### src/rtl/wb_arbiter.sv
// Register-file write-port arbiter: load returns win the port, pipeline results
// queue in a small FIFO, and a one-entry load scoreboard keeps write-after-write order.
module wb_arbiter #(
  parameter int unsigned XLEN       = 32,
  parameter int unsigned FIFO_DEPTH = 2
) (
  input  logic            clk,
  input  logic            rst,
  input  logic            pipe_valid,
  output logic            pipe_ready,
  input  logic [4:0]      pipe_rd,
  input  logic [1:0]      pipe_sel,
  input  logic [XLEN-1:0] pipe_pc4,
  input  logic [XLEN-1:0] pipe_alu,
  input  logic            ld_issue,
  input  logic [4:0]      ld_rd,
  output logic            ld_ready,
  input  logic            dm_rvalid,
  input  logic [XLEN-1:0] dm_rdata,
  output logic            rf_we,
  output logic [4:0]      rf_waddr,
  output logic [1:0]      wb_sel,
  output logic [XLEN-1:0] wb_pc4,
  output logic [XLEN-1:0] wb_alu,
  output logic [XLEN-1:0] wb_dm
);

  localparam int unsigned PTR_W = $clog2(FIFO_DEPTH);
  localparam int unsigned CNT_W = $clog2(FIFO_DEPTH + 1);
  localparam logic [1:0]  SEL_FROM_ALU = 2'b00;
  localparam logic [1:0]  SEL_FROM_DM  = 2'b01;

  typedef struct packed {
    logic [4:0]      rd;
    logic [1:0]      sel;
    logic [XLEN-1:0] pc4;
    logic [XLEN-1:0] alu;
  } entry_t;

  entry_t           mem_q [FIFO_DEPTH];
  logic [PTR_W-1:0] wr_ptr_q, wr_ptr_d, rd_ptr_q, rd_ptr_d;
  logic [CNT_W-1:0] count_q, count_d;
  logic             ld_pending_q, ld_pending_d;
  logic [4:0]       ld_pend_rd_q, ld_pend_rd_d;
  logic             ld_wr_en_q, ld_wr_en_d;
  logic             rf_we_q, rf_we_d;
  logic [4:0]       rf_waddr_q, rf_waddr_d;
  logic [1:0]       wb_sel_q, wb_sel_d;
  logic [XLEN-1:0]  wb_pc4_q, wb_pc4_d, wb_alu_q, wb_alu_d, wb_dm_q, wb_dm_d;

  logic   push, pop, ld_commit;
  entry_t head;

  assign pipe_ready = (count_q < CNT_W'(FIFO_DEPTH));
  assign ld_ready   = !ld_pending_q && (count_q == '0);
  assign rf_we      = rf_we_q;
  assign rf_waddr   = rf_waddr_q;
  assign wb_sel     = wb_sel_q;
  assign wb_pc4     = wb_pc4_q;
  assign wb_alu     = wb_alu_q;
  assign wb_dm      = wb_dm_q;

  // Next-state: FIFO bookkeeping, load scoreboard and commit selection
  always_comb begin
    push         = pipe_valid && pipe_ready;
    ld_commit    = dm_rvalid && ld_pending_q;
    pop          = !ld_commit && (count_q != '0);
    head         = mem_q[rd_ptr_q];
    wr_ptr_d     = wr_ptr_q;
    rd_ptr_d     = rd_ptr_q;
    count_d      = count_q;
    ld_pending_d = ld_pending_q;
    ld_pend_rd_d = ld_pend_rd_q;
    ld_wr_en_d   = ld_wr_en_q;
    rf_we_d      = 1'b0;
    rf_waddr_d   = rf_waddr_q;
    wb_sel_d     = wb_sel_q;
    wb_pc4_d     = wb_pc4_q;
    wb_alu_d     = wb_alu_q;
    wb_dm_d      = wb_dm_q;

    if (push) wr_ptr_d = wr_ptr_q + PTR_W'(1);
    if (pop)  rd_ptr_d = rd_ptr_q + PTR_W'(1);
    if (push && !pop)      count_d = count_q + CNT_W'(1);
    else if (pop && !push) count_d = count_q - CNT_W'(1);

    // A younger pipeline write to the same register makes the load's write stale
    if (push && ld_pending_q && (pipe_rd == ld_pend_rd_q) && (pipe_rd != 5'd0))
      ld_wr_en_d = 1'b0;
    if (ld_commit) ld_pending_d = 1'b0;
    if (ld_issue) begin
      ld_pending_d = 1'b1;
      ld_pend_rd_d = ld_rd;
      ld_wr_en_d   = (ld_rd != 5'd0);
    end

    if (ld_commit) begin
      rf_we_d    = ld_wr_en_q;
      rf_waddr_d = ld_pend_rd_q;
      wb_sel_d   = SEL_FROM_DM;
      wb_dm_d    = dm_rdata;
    end else if (pop) begin
      rf_we_d    = (head.rd != 5'd0);
      rf_waddr_d = head.rd;
      wb_sel_d   = head.sel;
      wb_pc4_d   = head.pc4;
      wb_alu_d   = head.alu;
    end
  end

  always_ff @(posedge clk or posedge rst) begin
    if (rst) begin
      wr_ptr_q     <= '0;
      rd_ptr_q     <= '0;
      count_q      <= '0;
      ld_pending_q <= 1'b0;
      ld_pend_rd_q <= 5'd0;
      ld_wr_en_q   <= 1'b0;
      rf_we_q      <= 1'b0;
      rf_waddr_q   <= 5'd0;
      wb_sel_q     <= SEL_FROM_ALU;
      wb_pc4_q     <= '0;
      wb_alu_q     <= '0;
      wb_dm_q      <= '0;
    end else begin
      wr_ptr_q     <= wr_ptr_d;
      rd_ptr_q     <= rd_ptr_d;
      count_q      <= count_d;
      ld_pending_q <= ld_pending_d;
      ld_pend_rd_q <= ld_pend_rd_d;
      ld_wr_en_q   <= ld_wr_en_d;
      rf_we_q      <= rf_we_d;
      rf_waddr_q   <= rf_waddr_d;
      wb_sel_q     <= wb_sel_d;
      wb_pc4_q     <= wb_pc4_d;
      wb_alu_q     <= wb_alu_d;
      wb_dm_q      <= wb_dm_d;
    end
  end

  // Payload storage needs no reset; the count qualifies every slot
  always_ff @(posedge clk) begin
    if (push) mem_q[wr_ptr_q] <= '{rd: pipe_rd, sel: pipe_sel, pc4: pipe_pc4, alu: pipe_alu};
  end

endmodule

### config.mk
export PLATFORM = sky130hd
export DESIGN_NAME = wb_arbiter
export DESIGN_NICKNAME = d
export VERILOG_FILES = /design/src/rtl/wb_arbiter.sv
export SDC_FILE = /design/constraint.sdc
export NUM_CORES = 1
export LEC_CHECK = 0
export CAP_MARGIN = 20
export CORE_ASPECT_RATIO = 0.5
export CORE_MARGIN = 5
export CORE_UTILIZATION = 54
export DETAILED_ROUTE_END_ITERATION = 12
export PLACE_DENSITY = 0.95
export SLEW_MARGIN = 20
export SYNTH_ARGS = -nofsm -noshare
export SYNTH_HDL_FRONTEND = slang
export SYNTH_SLANG_ARGS = --single-unit
### constraint.sdc
create_clock -name clk -period 10.1 [get_ports clk]
set_clock_uncertainty 0.1 [all_clocks]
set_input_delay 2.02 -clock clk [delete_from_list [all_inputs] [get_ports clk]]
set_output_delay 2.02 -clock clk [all_outputs]
set_load 0.1 [all_outputs]
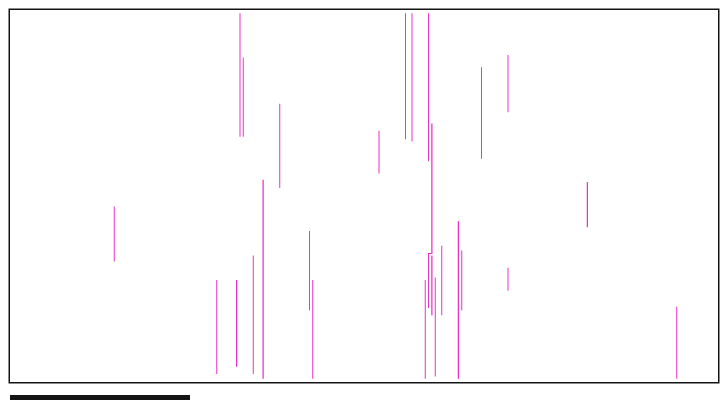
**Above:** signal wires on met4.
Bar = 50 µm.
main direction	vertical
longest straight run	55.1 µm
wire length on this layer	683 µm
DR vias: 5878
WL final: 21100 µm

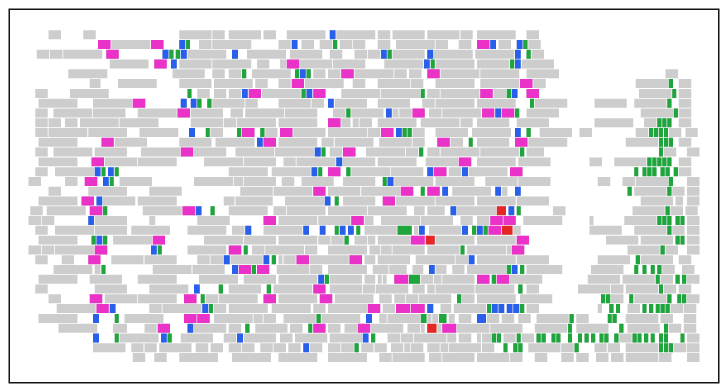
**Above:** gate families picked out.
family	color	cells
mux cells	magenta	76
aoi and oai cells	blue	79
non-inverting ao/oa cells	red	4
nand cells	green	175
Comb/total area: 16.4%
most frequent logic cell in the layout: clkdlybuf4s50_1

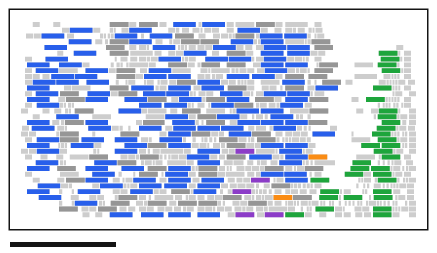
**Above:** where the registers sit.
Bar = 50 µm.
netlist name	color	placed flops
ld_pend_rd_q	purple	5
wb_sel	orange	2
wb_dm	green	32
mem_q	blue	142
flop share of the area: 56.9%
FF/Latch Area: 7150 µm²
fin util: 72.7%

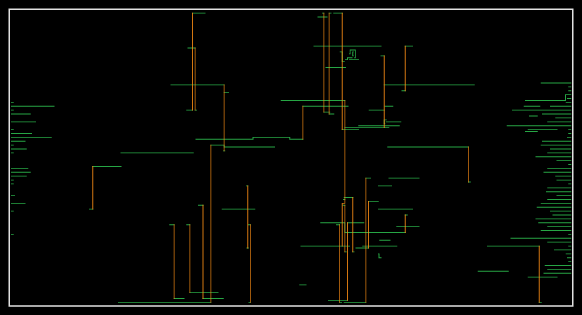
**Above:** signal wires by layer.
Only two layers are drawn.
layer	color	wire length
M4	orange	683 µm
M3	green	1070 µm
drt wl/cell: 18.9 µm
Total GRT Usage: 20.6%

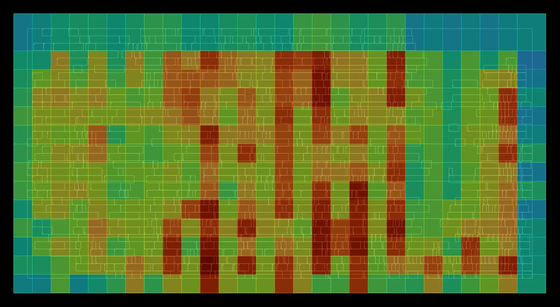
**Above:** track usage over the die.
met2 Resource Use GR: 38.1%
M1 GR Usage: 24.4%
met3 usage in global routing: 4.01%
layer with the highest usage: met2

==> flow_metrics.env <==
# yosys + openroad results
export IMPL_yosysUniqueCellTypes=30
export IMPL_critPathTopFamily="buffers and inverters"
export IMPL_n_antenna_cell=0
export IMPL_die_area_um2=20400
export IMPL_cts_buffer_depth=3
export IMPL_ys_ff=257
export IMPL_grt_pass1_vias=6199
export IMPL_clock_latency_late_pin_ns=0.51
export IMPL_fin_tns_setup_ns=0
export IMPL_io_buffers=218
export IMPL_post_dp_cell_area_um2=11700
export IMPL_critPathMaxStageDelay_ns=1.15
export IMPL_clock_fmax_mhz=207
export IMPL_warning_count=26
export IMPL_ys_cells=654
export IMPL_cts_root_buf="clkbuf_16"
export IMPL_drtAntennaViolNets=0
export IMPL_syn_area_um2=9430
export IMPL_top_cell_area_share_pct=45.2
export IMPL_setup_slack_ns=5.26
export IMPL_r2r_slack_ns=7.44
export IMPL_yosys_warnings=0
export IMPL_buffer_area_share_pct=17.9
export IMPL_mux_share_pct=8.14
export IMPL_instances_no_fill=1120
export IMPL_ctsHoldBuffers=0
export IMPL_cts_sinks=257
export IMPL_ys_async_sr_fraction_pct=44.7
export IMPL_setup_viol_count_final=0
export IMPL_ys_chip_area_um2=9430
export IMPL_critPathLaunch="count_q[0]"
export IMPL_nClkBuffers=26
export IMPL_outcome="finished clean"
export IMPL_grt_overflow=0
export IMPL_cp_arrival_ns=2.72
export IMPL_cts_post_setup_buffers_inserted=0
export IMPL_yosys_area_top_type="edfxtp_1"
export IMPL_cts_resized=0
export IMPL_num_nonclk_buffers=224
export IMPL_final_cell_mix="clkdlybuf4s50_1 (218), nand2_1 (171), edfxtp_1 (142)"
export IMPL_clkCellAreaFrac_pct=6.31
export IMPL_grt_pass1_wl_um=32900
export IMPL_common_cells="nand2_1 (172), edfxtp_1 (142), dfrtp_1 (115)"
export IMPL_dp_cells=1078
export IMPL_logic_gates=361
export IMPL_critical_path_class="register to primary output"
export IMPL_comb_area_um2=2060
export IMPL_edf_count=142
export IMPL_period_minus_slack_ns=4.84
export IMPL_largest_cell_class="flip-flops and latches"
export IMPL_hold_class="register to register"
export IMPL_ios=219
export IMPL_synth_area_per_cell_um2=14.4
export IMPL_place_congestion=0.818
export IMPL_firstDrtPassIters=5
export IMPL_largest_reg_flops=142
export IMPL_die_w_um=197
export IMPL_whs_endpoint="wb_dm[9]"
export IMPL_finalHoldViolCount=0
export IMPL_dp_slack_ns=4.93
export IMPL_crit_fanout=16
export IMPL_worst_slew_pin_transition_ns=1.04
export IMPL_logic_family="multiplexers"
export IMPL_worstSetupEndpoint="ld_ready"
export IMPL_drt_iter0_drc=322
export IMPL_die_height_um=103
export IMPL_stdcell_area_um2=12500
export IMPL_syn_to_final_growth_pct=33.1
export IMPL_synth_cells=654
